<file path="src/rtl/fir_seq_pkg.sv">
// Shared types and width helpers for the FIR tap/sample sequencer.
package fir_seq_pkg;

    typedef enum logic [1:0] {
        IDLE   = 2'd0,
        WARMUP = 2'd1,
        RUN    = 2'd2,
        DRAIN  = 2'd3
    } seq_state_t;

    // Width needed to index n items, never less than one bit.
    function automatic int idx_width(input int n);
        return (n <= 1) ? 1 : $clog2(n);
    endfunction

    function automatic int tap_width(input int filter_length);
        return idx_width(filter_length);
    endfunction

    function automatic int ch_width(input int num_ch);
        return idx_width(num_ch);
    endfunction

endpackage

</file>
<file path="src/rtl/fir_seq_dly.sv">
// Fixed-latency valid+data delay line; every stage shifts each clock.
module fir_seq_dly #(
    parameter int DEPTH = 4,
    parameter int WIDTH = 1
) (
    input  logic             clk,
    input  logic             rst,
    input  logic             in_valid,
    input  logic [WIDTH-1:0] in_data,
    output logic             out_valid,
    output logic [WIDTH-1:0] out_data
);

    // Stage 0 sits in the LSBs; the oldest entry is at the top.
    logic [DEPTH-1:0]       vld_sr;
    logic [DEPTH*WIDTH-1:0] dat_sr;

    // Shift one stage per cycle; reset flushes anything in flight.
    always_ff @(posedge clk) begin
        if (rst) begin
            vld_sr <= '0;
            dat_sr <= '0;
        end else begin
            vld_sr <= DEPTH'({vld_sr, in_valid});
            dat_sr <= (DEPTH*WIDTH)'({dat_sr, in_data});
        end
    end

    assign out_valid = vld_sr[DEPTH-1];
    assign out_data  = dat_sr[DEPTH*WIDTH-1 -: WIDTH];

endmodule

</file>
<file path="src/rtl/fir_seq_timer.sv">
// Tap/sample sequencer for the DSP58 FIR cascade: warm-up, per-channel tap
// walk, accumulator strobes and a latency-matched result-valid.
// Optional macro FIR_SEQ_HOLD_EN adds a 'hold' input that freezes the walk.
module fir_seq_timer
    import fir_seq_pkg::*;
#(
    parameter int  FILTER_LENGTH  = 16,
    parameter int  DSP_LATENCY    = 4,
    parameter int  NUM_CH         = 1,
    parameter int  STARTUP_CYCLES = 7,
    localparam int TAP_W          = tap_width(FILTER_LENGTH),
    localparam int CH_W           = ch_width(NUM_CH)
) (
    input  logic            clk,
    input  logic            rst,
    input  logic            start,
    input  logic            stop,
`ifdef FIR_SEQ_HOLD_EN
    input  logic            hold,
`endif
    output logic [TAP_W-1:0] tap_idx,
    output logic [CH_W-1:0]  ch_idx,
    output logic             sample_strobe,
    output logic             acc_clr,
    output logic             last_tap,
    output logic             out_valid,
    output logic [CH_W-1:0]  out_ch,
    output logic             busy,
    output logic             done
);

    localparam int WARM_W = idx_width(STARTUP_CYCLES);
    localparam int DRN_W  = idx_width(DSP_LATENCY);

    logic hold_eff;
`ifdef FIR_SEQ_HOLD_EN
    assign hold_eff = hold;
`else
    assign hold_eff = 1'b0;
`endif

    seq_state_t        state, state_nxt;
    logic [WARM_W-1:0] warm_cnt, warm_cnt_nxt;
    logic [DRN_W-1:0]  drn_cnt, drn_cnt_nxt;
    // 'arm' marks the single RUN cycle before the first tap of a run is issued.
    logic              arm, arm_nxt;
    logic              stop_pend, stop_pend_nxt;
    logic [TAP_W-1:0]  tap_nxt;
    logic [CH_W-1:0]   ch_nxt;
    logic              strobe_nxt, last_nxt, busy_nxt, done_nxt;
    logic              frame_end;
    logic [CH_W-1:0]   dly_in;

    assign frame_end = (tap_idx == TAP_W'(FILTER_LENGTH - 1));

    // Next-state and next-output decode; every output is registered below.
    always_comb begin
        state_nxt     = state;
        warm_cnt_nxt  = warm_cnt;
        drn_cnt_nxt   = drn_cnt;
        arm_nxt       = arm;
        stop_pend_nxt = stop_pend;
        tap_nxt       = tap_idx;
        ch_nxt        = ch_idx;
        strobe_nxt    = 1'b0;
        last_nxt      = 1'b0;
        done_nxt      = 1'b0;

        case (state)
            IDLE: begin
                stop_pend_nxt = 1'b0;
                if (start) begin
                    warm_cnt_nxt = '0;
                    if (STARTUP_CYCLES == 0) begin
                        state_nxt = RUN;
                        arm_nxt   = 1'b1;
                    end else begin
                        state_nxt = WARMUP;
                    end
                end
            end

            WARMUP: begin
                if (stop) begin
                    state_nxt = IDLE;
                    done_nxt  = 1'b1;
                end else if (!hold_eff) begin
                    if (warm_cnt == WARM_W'(STARTUP_CYCLES - 1)) begin
                        state_nxt = RUN;
                        arm_nxt   = 1'b1;
                    end else begin
                        warm_cnt_nxt = warm_cnt + WARM_W'(1);
                    end
                end
            end

            RUN: begin
                stop_pend_nxt = stop_pend | stop;
                if (!hold_eff) begin
                    if (arm || frame_end) begin
                        // Frame boundary: either open the next frame or drain.
                        if (stop || stop_pend) begin
                            state_nxt   = DRAIN;
                            drn_cnt_nxt = '0;
                            arm_nxt     = 1'b0;
                            tap_nxt     = '0;
                        end else begin
                            arm_nxt    = 1'b0;
                            tap_nxt    = '0;
                            strobe_nxt = 1'b1;
                            if (arm) begin
                                ch_nxt = '0;
                            end else if (ch_idx == CH_W'(NUM_CH - 1)) begin
                                ch_nxt = '0;
                            end else begin
                                ch_nxt = ch_idx + CH_W'(1);
                            end
                        end
                    end else begin
                        tap_nxt  = tap_idx + TAP_W'(1);
                        last_nxt = (tap_idx == TAP_W'(FILTER_LENGTH - 2));
                    end
                end
            end

            DRAIN: begin
                if (drn_cnt == DRN_W'(DSP_LATENCY - 1)) begin
                    state_nxt     = IDLE;
                    done_nxt      = 1'b1;
                    stop_pend_nxt = 1'b0;
                end else begin
                    drn_cnt_nxt = drn_cnt + DRN_W'(1);
                end
            end

            default: begin
                state_nxt = IDLE;
            end
        endcase

        busy_nxt = (state_nxt != IDLE);
    end

    // State and registered outputs; reset returns everything to idle.
    always_ff @(posedge clk) begin
        if (rst) begin
            state         <= IDLE;
            warm_cnt      <= '0;
            drn_cnt       <= '0;
            arm           <= 1'b0;
            stop_pend     <= 1'b0;
            tap_idx       <= '0;
            ch_idx        <= '0;
            sample_strobe <= 1'b0;
            acc_clr       <= 1'b0;
            last_tap      <= 1'b0;
            busy          <= 1'b0;
            done          <= 1'b0;
        end else begin
            state         <= state_nxt;
            warm_cnt      <= warm_cnt_nxt;
            drn_cnt       <= drn_cnt_nxt;
            arm           <= arm_nxt;
            stop_pend     <= stop_pend_nxt;
            tap_idx       <= tap_nxt;
            ch_idx        <= ch_nxt;
            sample_strobe <= strobe_nxt;
            acc_clr       <= strobe_nxt;
            last_tap      <= last_nxt;
            busy          <= busy_nxt;
            done          <= done_nxt;
        end
    end

    // Only the channel of a finished frame enters the result delay line.
    assign dly_in = last_tap ? ch_idx : '0;

    fir_seq_dly #(
        .DEPTH (DSP_LATENCY),
        .WIDTH (CH_W)
    ) u_dly (
        .clk       (clk),
        .rst       (rst),
        .in_valid  (last_tap),
        .in_data   (dly_in),
        .out_valid (out_valid),
        .out_data  (out_ch)
    );

endmodule

</file>
<file path="config.mk">
export PLATFORM = sky130hd
export DESIGN_NAME = fir_seq_timer
export DESIGN_NICKNAME = d
export VERILOG_FILES = /design/src/rtl/fir_seq_pkg.sv /design/src/rtl/fir_seq_dly.sv /design/src/rtl/fir_seq_timer.sv
export SDC_FILE = /design/constraint.sdc
export NUM_CORES = 1
export LEC_CHECK = 0
export ABC_AREA = 1
export CAP_MARGIN = 5
export CORE_UTILIZATION = 35
export DETAILED_ROUTE_END_ITERATION = 6
export GPL_ROUTABILITY_DRIVEN = 0
export MAX_ROUTING_LAYER = met4
export SYNTH_ARGS = -nofsm -noshare
export SYNTH_HDL_FRONTEND = slang
export SYNTH_HIERARCHICAL = 1
export SYNTH_SLANG_ARGS = --single-unit
</file>
<file path="constraint.sdc">
create_clock -name clk -period 1.49 [get_ports clk]
set_clock_uncertainty 0.2 [all_clocks]
set_input_delay 0.149 -clock clk [delete_from_list [all_inputs] [get_ports clk]]
set_output_delay 0.149 -clock clk [all_outputs]
set_load 0.05 [all_outputs]
</file>
registers.png
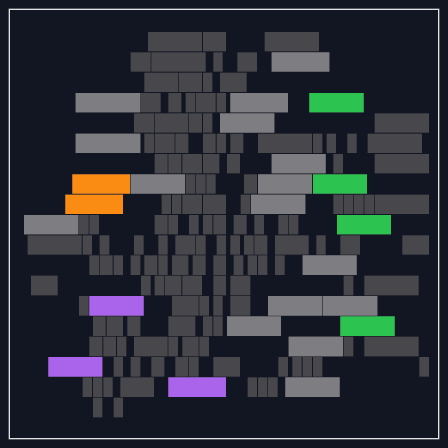
name in the netlist	color	sequential cells
`state`	orange	2
`u_dly/vld_sr`	green	4
`warm_cnt`	purple	3
not colored	16

cell_classes.png
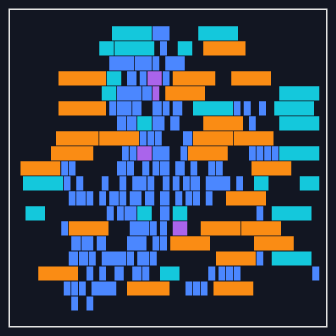
class	color	cells	share of their area
clock drivers and dummy loads	purple	4	1.9%
other buffers and delay cells	cyan	22	22%
flip-flops	orange	25	36%
all other logic	blue	115	40%

==> impl_metrics.toml <==
# synthesis and place-and-route metrics
[run_status]
status = "finished, violations left"
violations = "DRC"

[logic_synthesis]
adder_share = 0.0585
ys_sh_xor = 0.0164
simple_gate_share = 0.267
ys_types = 23
synth_area_um2 = 1070
ys_area_um2 = 1070

[floorplanning]
io_pins = 16
fp.dieW_um = 57.3
die-area_um2 = 3280
fp_util = 0.378
die_y_um = 57.3

[sta]
fin_setup_tns_ns = 0
rsz0062_at_grt = "false"

[worst_setup_path]
crit_arrival_ns = 1.44
reg2regPathDepth = 6

[cells_and_area]
fin_cells = 197
mostFrequentLayoutCells = "inv_1, nor2_1, nand2_1"
post-route-util = 0.512
area_growth_pct = 35.4
layout_top_cell = "inv_1"

[power]
internal_power_mw = 0.822
powerComb_mw = 0.103
switching_share = 0.244
p_clk_frac = 0.274
power.switching_mw = 0.265
combPwrFrac = 0.094

[global_route]
grt_pass1_vias = 795
gr-usage-met1 = 0.183
grt_first_pass_wirelength_um = 3490

[cts]
numCtsBuffers = 3

[drt]
drc_errors = 6

[hold_path]
whs_endpoint = "u_dly/vld_sr[2]"
[how the worst max path moves through the flow]
| stage | start | endpoint | slack (ns) | cells after the start |
|---|---|---|---|---|
| final | drn_cnt[0] | drn_cnt[0] | 0.08 | 6 |
| after detailed placement | stop | drn_cnt[0] | -0.03 | 8 |
| after CTS | tap_idx[1] | tap_idx[3] | 0.03 | 6 |
| after global placement | stop | drn_cnt[0] | -0.02 | 8 |
| after global routing | warm_cnt[0] | warm_cnt[2] | 0.0009 | 7 |
| after floorplan | tap_idx[1] | tap_idx[3] | 0.04 | 6 |
[synth_stat cells, drive strengths merged]
library cell / n / area [um^2]
inv: 26 / 97.6
xnor2: 1 / 8.76
conb: 1 / 3.75
nand3: 12 / 65.1
nand3b: 1 / 7.51
o21ai: 5 / 25.0
nor2: 25 / 98.8
xor2: 1 / 8.76
nor3: 3 / 15.0
nand4: 1 / 6.26
ha: 5 / 62.6
dfxtp: 25 / 500
a21oi: 8 / 40.0
nand2: 24 / 92.6
o31ai: 1 / 7.51
buf: 3 / 26.3
clkbuf: 1 / 3.75
[worst max-delay path: stages, from the launching register on]
cell	delay (ns)
dfxtp_1	0.34
ha_1	0.23
nand3b_1	0.23
nand2_1	0.10
nand2_1	0.06
o21ai_1	0.12
inv_1	0.05
[cell type report]
| class | instances | share of cell area |
|---|---|---|
| clock buffers | 4 | 0.0181 |
| repair buffers | 22 | 0.214 |
| well taps | 31 | 0.0268 |
| inverters | 26 | 0.0674 |
| multi-input cells | 89 | 0.319 |
| flip-flops and latches | 25 | 0.355 |
[state kept, by name, indices dropped and copies added, names as in the netlist]
name and count:
acc_clr 1, arm 1, busy 1, done 1, drn_cnt 2, last_tap 1
state 2, stop_pend 1, tap_idx 4, u_dly/dat_sr 4, u_dly/vld_sr 4, warm_cnt 3
